--- src/rtl/compare_accumulator_pkg.sv ---
// cmp_pkg: shared types for the serial magnitude compare accumulator.
//   cmp_res_t   - packed {lt, eq, gt} triple as produced by the 2-bit slice comparator
//   CMP_EQ      - "equal so far" encoding, the neutral value of the accumulation
//   is_onehot() - true when exactly one of lt/eq/gt is set (a legal slice result)
//   acc_state_t - accumulator control states
package cmp_pkg;

  typedef struct packed {
    logic lt;
    logic eq;
    logic gt;
  } cmp_res_t;

  localparam cmp_res_t CMP_EQ = 3'b010;

  typedef enum logic {
    ACCUM  = 1'b0,
    RESULT = 1'b1
  } acc_state_t;

  function automatic logic is_onehot(input cmp_res_t r);
    return (r == 3'b100) || (r == 3'b010) || (r == 3'b001);
  endfunction

endpackage

--- src/rtl/compare_accumulator_if.sv ---
// compare_accumulator_if: slice-in / result-out handshake bundle.
//   s_valid/s_ready/s_lt/s_eq/s_gt      - one slice compare result per accepted beat
//   m_valid/m_ready/m_lt/m_eq/m_gt/m_err - full-width compare result
// Modports: slave = accumulator side, master = producer/consumer side.
interface compare_accumulator_if;

  logic s_valid;
  logic s_ready;
  logic s_lt;
  logic s_eq;
  logic s_gt;
  logic m_valid;
  logic m_ready;
  logic m_lt;
  logic m_eq;
  logic m_gt;
  logic m_err;

  modport slave (
    input  s_valid, s_lt, s_eq, s_gt, m_ready,
    output s_ready, m_valid, m_lt, m_eq, m_gt, m_err
  );

  modport master (
    output s_valid, s_lt, s_eq, s_gt, m_ready,
    input  s_ready, m_valid, m_lt, m_eq, m_gt, m_err
  );

endinterface

--- src/rtl/compare_accumulator.sv ---
// compare_accumulator: folds NUM_SLICES 2-bit slice compare results (MSB slice
// first) into one full-width lt/eq/gt result, so a single 2-bit comparator can
// compare 2*NUM_SLICES-bit operands over several beats.
// Ports:
//   clk - rising-edge clock
//   rst - asynchronous active-high reset
//   bus - compare_accumulator_if.slave (slice input handshake, result output handshake)
module compare_accumulator
  import cmp_pkg::*;
#(
  parameter int NUM_SLICES = 4
) (
  input  logic                   clk,
  input  logic                   rst,
  compare_accumulator_if.slave   bus
);

  if (NUM_SLICES < 2 || NUM_SLICES > 64) begin : g_bad_param
    $error("compare_accumulator: NUM_SLICES must be in 2..64");
  end

  localparam int              CNT_W = $clog2(NUM_SLICES);
  localparam logic [CNT_W-1:0] LAST  = CNT_W'(NUM_SLICES - 1);

  acc_state_t       state_q, state_d;
  logic [CNT_W-1:0] cnt_q, cnt_d;
  logic             decided_q, decided_d;
  cmp_res_t         dec_q, dec_d;
  logic             err_q, err_d;
  cmp_res_t         beat_res;

  assign beat_res = {bus.s_lt, bus.s_eq, bus.s_gt};

  always_comb begin
    state_d   = state_q;
    cnt_d     = cnt_q;
    decided_d = decided_q;
    dec_d     = dec_q;
    err_d     = err_q;
    unique case (state_q)
      ACCUM: begin
        if (bus.s_valid) begin
          // Illegal slices only flag the error; for magnitude they act as eq.
          // The first legal lt/gt (most significant differing slice) wins.
          if (!is_onehot(beat_res)) begin
            err_d = 1'b1;
          end else if (!decided_q && !beat_res.eq) begin
            dec_d     = beat_res;
            decided_d = 1'b1;
          end
          if (cnt_q == LAST) begin
            cnt_d   = '0;
            state_d = RESULT;
          end else begin
            cnt_d = cnt_q + CNT_W'(1);
          end
        end
      end
      RESULT: begin
        if (bus.m_ready) begin
          state_d   = ACCUM;
          dec_d     = CMP_EQ;
          decided_d = 1'b0;
          err_d     = 1'b0;
        end
      end
    endcase
  end

  always_ff @(posedge clk or posedge rst) begin
    if (rst) begin
      state_q   <= ACCUM;
      cnt_q     <= '0;
      decided_q <= 1'b0;
      dec_q     <= CMP_EQ;
      err_q     <= 1'b0;
    end else begin
      state_q   <= state_d;
      cnt_q     <= cnt_d;
      decided_q <= decided_d;
      dec_q     <= dec_d;
      err_q     <= err_d;
    end
  end

  // Outputs depend on state only, so m_ready never reaches s_ready combinationally.
  // The decision register idles at eq, so m_* are gated to zero outside RESULT.
  always_comb begin
    bus.s_ready = (state_q == ACCUM);
    bus.m_valid = (state_q == RESULT);
    bus.m_lt    = (state_q == RESULT) && dec_q.lt;
    bus.m_eq    = (state_q == RESULT) && dec_q.eq;
    bus.m_gt    = (state_q == RESULT) && dec_q.gt;
    bus.m_err   = (state_q == RESULT) && err_q;
  end

endmodule

--- src/flat_wrapper.sv ---
// flat-port wrapper written by rule: the top's interface ports become plain ports
module compare_accumulator_flat import cmp_pkg::*;
#(
  parameter int NUM_SLICES = 4
)
  (clk, rst, bus_s_valid, bus_s_lt, bus_s_eq, bus_s_gt, bus_m_ready, bus_s_ready, bus_m_valid, bus_m_lt, bus_m_eq, bus_m_gt, bus_m_err);
  compare_accumulator_if bus_i ();
  input  logic clk;
  input  logic rst;
  input wire logic [$bits(bus_i.s_valid)-1:0] bus_s_valid;
  input wire logic [$bits(bus_i.s_lt)-1:0] bus_s_lt;
  input wire logic [$bits(bus_i.s_eq)-1:0] bus_s_eq;
  input wire logic [$bits(bus_i.s_gt)-1:0] bus_s_gt;
  input wire logic [$bits(bus_i.m_ready)-1:0] bus_m_ready;
  output wire logic [$bits(bus_i.s_ready)-1:0] bus_s_ready;
  output wire logic [$bits(bus_i.m_valid)-1:0] bus_m_valid;
  output wire logic [$bits(bus_i.m_lt)-1:0] bus_m_lt;
  output wire logic [$bits(bus_i.m_eq)-1:0] bus_m_eq;
  output wire logic [$bits(bus_i.m_gt)-1:0] bus_m_gt;
  output wire logic [$bits(bus_i.m_err)-1:0] bus_m_err;
  assign bus_i.s_valid = bus_s_valid;
  assign bus_i.s_lt = bus_s_lt;
  assign bus_i.s_eq = bus_s_eq;
  assign bus_i.s_gt = bus_s_gt;
  assign bus_i.m_ready = bus_m_ready;
  assign bus_s_ready = bus_i.s_ready;
  assign bus_m_valid = bus_i.m_valid;
  assign bus_m_lt = bus_i.m_lt;
  assign bus_m_eq = bus_i.m_eq;
  assign bus_m_gt = bus_i.m_gt;
  assign bus_m_err = bus_i.m_err;
  compare_accumulator #(.NUM_SLICES(NUM_SLICES)) u_core (.clk(clk), .rst(rst), .bus(bus_i));
endmodule
--- config.mk ---
export PLATFORM = sky130hd
export DESIGN_NAME = compare_accumulator_flat
export DESIGN_NICKNAME = d
export VERILOG_FILES = /design/src/rtl/compare_accumulator_pkg.sv /design/src/rtl/compare_accumulator_if.sv /design/src/rtl/compare_accumulator.sv /design/src/flat_wrapper.sv
export SDC_FILE = /design/constraint.sdc
export NUM_CORES = 1
export LEC_CHECK = 0
export CORE_AREA = 4 4 41 43
export DETAILED_ROUTE_END_ITERATION = 12
export DIE_AREA = 0 0 45 47
export PLACE_DENSITY = 0.55
export SLEW_MARGIN = 20
export SYNTH_ARGS = -nofsm -noshare
export SYNTH_HDL_FRONTEND = slang
export SYNTH_SLANG_ARGS = --single-unit
--- constraint.sdc ---
create_clock -name clk -period 1.5 [get_ports clk]
set_input_delay 0.15 -clock clk [delete_from_list [all_inputs] [get_ports clk]]
set_output_delay 0.15 -clock clk [all_outputs]
set_load 0.02 [all_outputs]
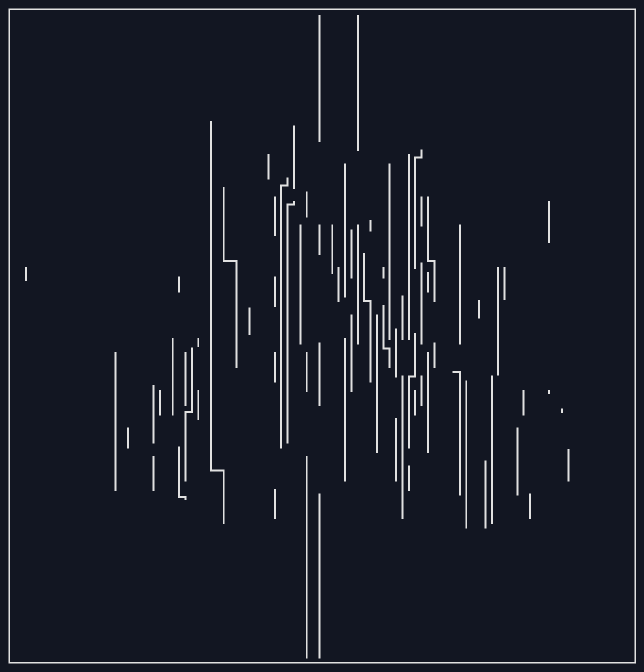
Fig. 1. Met2 routing (run 1).
longest straight run: 25.1 um
share of all routed wire: 49%
main direction: vertical
wire length on this layer: 442 um
nets with wire on the layer: 60
M2 GR Usage: 17.51%
Detailed Route WL: 893 um
via count: 370

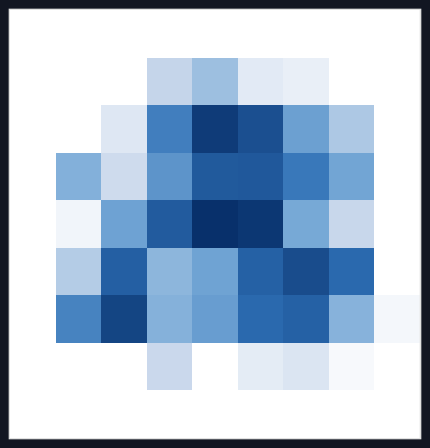
Fig. 2. Local utilization (run 1).
The die is cut into 9 by 9 equal tiles; white is low, dark blue is high, 0 to 100% covered.
emptiest ninth of the die: top left
densest ninth of the die: middle
mean over tiles: 28%

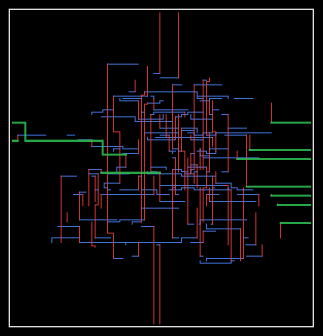
Fig. 3. Wiring by layer (run 1).
legend:
  green:
    layer: metal 3
    wire_length: 80.9 um
  blue:
    layer: metal 1
    wire_length: 371 um
  red:
    layer: metal 2
    wire_length: 442 um

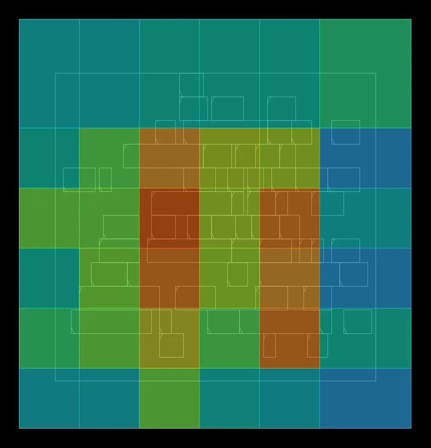
Fig. 4. Congestion heat map (run 1).
grt met3 use: 2.682%
grt peak-use layer: met2

==> out/qor.yml, run 1 <==
clock_network:
  clockBufferDepth: 2
  cts_resized: 6
  cts_hold_buf: 0
  cts_buffers: 3
worst_setup_path:
  critical_path_peak_fanout: 2
  crit_end: "bus_m_eq"
  worst_setup_path_start_kind: "flop"
  r2r_cells: 3
layout:
  drive_above_1_share_pct: 20.34
  fill_cells: 131
  most-common-layout-cells: "6 x clkdlybuf4s50_1, 6 x dfrtp_1, 5 x dlygate4sd2_1"
  seq_share_pct: 33.40
  clkbuf_count: 4
synthesis:
  synthXorXnorAreaFrac_pct: 2.059
  top_cells_by_count: "7 x dfrtp_1, 4 x nor2_1, 3 x and2_1"
timing:
  finalCritPeriodShare_pct: 89.77
  drv_slew: 0
  fmax_mhz: 742.6
  max_slew_margin_pct: 78.74
placement:
  hpwlAfterDp_um: 711.6
  dpl_cell_area_um2: 583.1
  numPortBuffers: 12
outcome:
  status: "finished clean"
global_routing:
  grt-ovfl-total: 0
power:
  totalPowerFinal_w: 0.001040
## run 1: stage by stage
step           worst slack, ps  setup TNS [ps]  util (%)  std cells
3_5_place_dp            -43.73          -43.73     44.81         70
5_1_grt                  100.3               0     46.63         74
6_report                 153.4               0     46.63         74
4_1_cts                  4.386               0     46.44         74
3_3_place_gp             29.39               0     44.81         70
2_1_floorplan            254.9               0         -         40
## run 1: state kept, by name, summed over array words and instances, names as in the netlist
signal              count
u_core.cnt_q            2
u_core.dec_q            3
u_core.bus.m_valid      1
u_core.decided_q        1
u_core.err_q            1
## run 1: critical path: stages, from the launching register on
cell and delay (ps):
dfstp_2 520, and2_1 100, dlygate4sd2_1 320
## run 1: power breakdown
group	internal [W]	switching, W
Combinational	0.000235	0.000219
Clock	0.000102	0.0000759
Sequential	0.000330	0.0000777
## Run 2: what changed since run 1
--- a/config.mk
+++ b/config.mk
@@ -9,7 +9,6 @@
 export DETAILED_ROUTE_END_ITERATION = 12
 export DIE_AREA = 0 0 45 47
 export PLACE_DENSITY = 0.55
-export SLEW_MARGIN = 20
 export SYNTH_ARGS = -nofsm -noshare
 export SYNTH_HDL_FRONTEND = slang
 export SYNTH_SLANG_ARGS = --single-unit
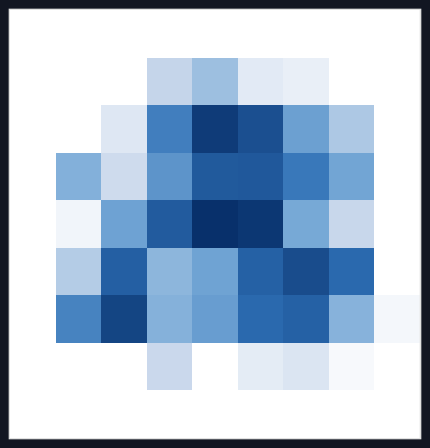
Fig. 5. Local utilization (run 2).
The die is cut into 9 by 9 equal tiles; white is low, dark blue is high, 0 to 100% covered.
tiles over 75% full: 17%
mean over tiles: 28%
densest ninth of the die: middle
nearly empty tiles: 47%
emptiest ninth of the die: top left
fullest tile: 100%

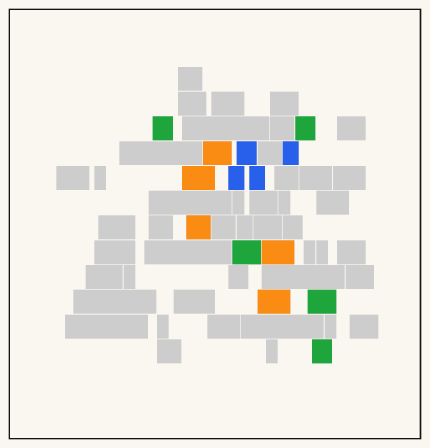
Fig. 6. Gate-type map (run 2).
legend:
  blue:
    family: inverting AOI/OAI gates
    cells: 4
    most_used: o21ai_0
  orange:
    family: AND-OR and OR-AND gates
    cells: 5
    most_used: a221o_1
    where: middle
  green:
    family: AND and OR gates
    cells: 5
    most_used: and2_1

==> out/qor.yml, run 2 <==
global_routing:
  use_met2_pct: 17.51  # unchanged
  use_met3_pct: 2.682  # unchanged
worst_setup_path:
  max_stage_delay_ps: 520  # about the same
  worst_setup_path_start_kind: "flop"
  cp.depth: 2  # unchanged
  critPathSlowestCell: "dfstp_2"
  crit_end: "bus_m_eq"
  r2r_cells: 3  # unchanged
  critical_path_peak_fanout: 2  # unchanged
  path_buffers: 1  # unchanged
synthesis:
  mux_area_share_pct: 5.294
  top_cells_by_count: "7 x dfrtp_1, 4 x nor2_1, 3 x and2_1"
  synthXorXnorAreaFrac_pct: 2.059  # unchanged
layout:
  most-common-layout-cells: "6 x clkdlybuf4s50_1, 6 x dfrtp_1, 5 x dlygate4sd2_1"
  regMostFlops: "u_core.dec_q"
  largest_reg_flops: 3  # unchanged
  fill_cells: 131  # unchanged
  reg.largest.list: "u_core.dec_q: 3 flops, u_core.cnt_q: 2 flops"
power:
  maxPowerGroup: "combinational logic"
  p_seq_share_pct: 39.2  # about the same
  clock_net_power_w: 0.000178  # about the same
  power_switching_w: 0.0003730  # unchanged
  internal_power_w: 0.0006669  # unchanged
  p_clk_share_pct: 17.1  # about the same
  power.share.switching_pct: 35.87  # unchanged
  comb_power_share_pct: 43.6  # about the same
timing:
  fmax_mhz: 742.6  # unchanged
  timing.setup.tns_ps: 0  # unchanged
  finalCritPeriodShare_pct: 89.77  # unchanged
drt:
  via_count: 370  # unchanged
  drt_wl_total_um: 893  # unchanged
clock_network:
  cts_buffers: 3  # unchanged
  clockBufferDepth: 2  # unchanged
  cts_resized: 6  # unchanged
  cts_hold_buf: 0  # unchanged
placement:
  numPortBuffers: 12  # unchanged
  place_inst: 70  # unchanged
outcome:
  status: "finished clean"
[run 2: cell counts after synthesis]
Identical to the previous run, type by type.
[run 2: metrics by stage]
step | cell area, um^2 | utilization (%) | power, W | setup WS (ps)
6_report | 606.8 | 46.63 | 0.001040 | 153.4
4_1_cts | 604.3 | 46.44 | 0.001060 | 4.386
3_5_place_dp | 583.1 | 44.81 | 0.0009029 | -43.73
2_1_floorplan | 425.4 | - | 0.0007132 | 254.9
5_1_grt | 606.8 | 46.63 | 0.001124 | 100.3
3_3_place_gp | 583.1 | 44.81 | 0.0008861 | 29.39
[run 2: final cells by class]
class	instances	area [um^2]	area share, %
Sequential cell	8	202.7	33.40
Multi-Input combinational cell	28	201.4	33.20
Timing Repair Buffer	16	146.4	24.12
Clock buffer	4	26.28	4.330
Tap cell	15	18.77	3.093
Inverter	3	11.26	1.856
No activity file was given, so power comes from the tool's default toggle rates.
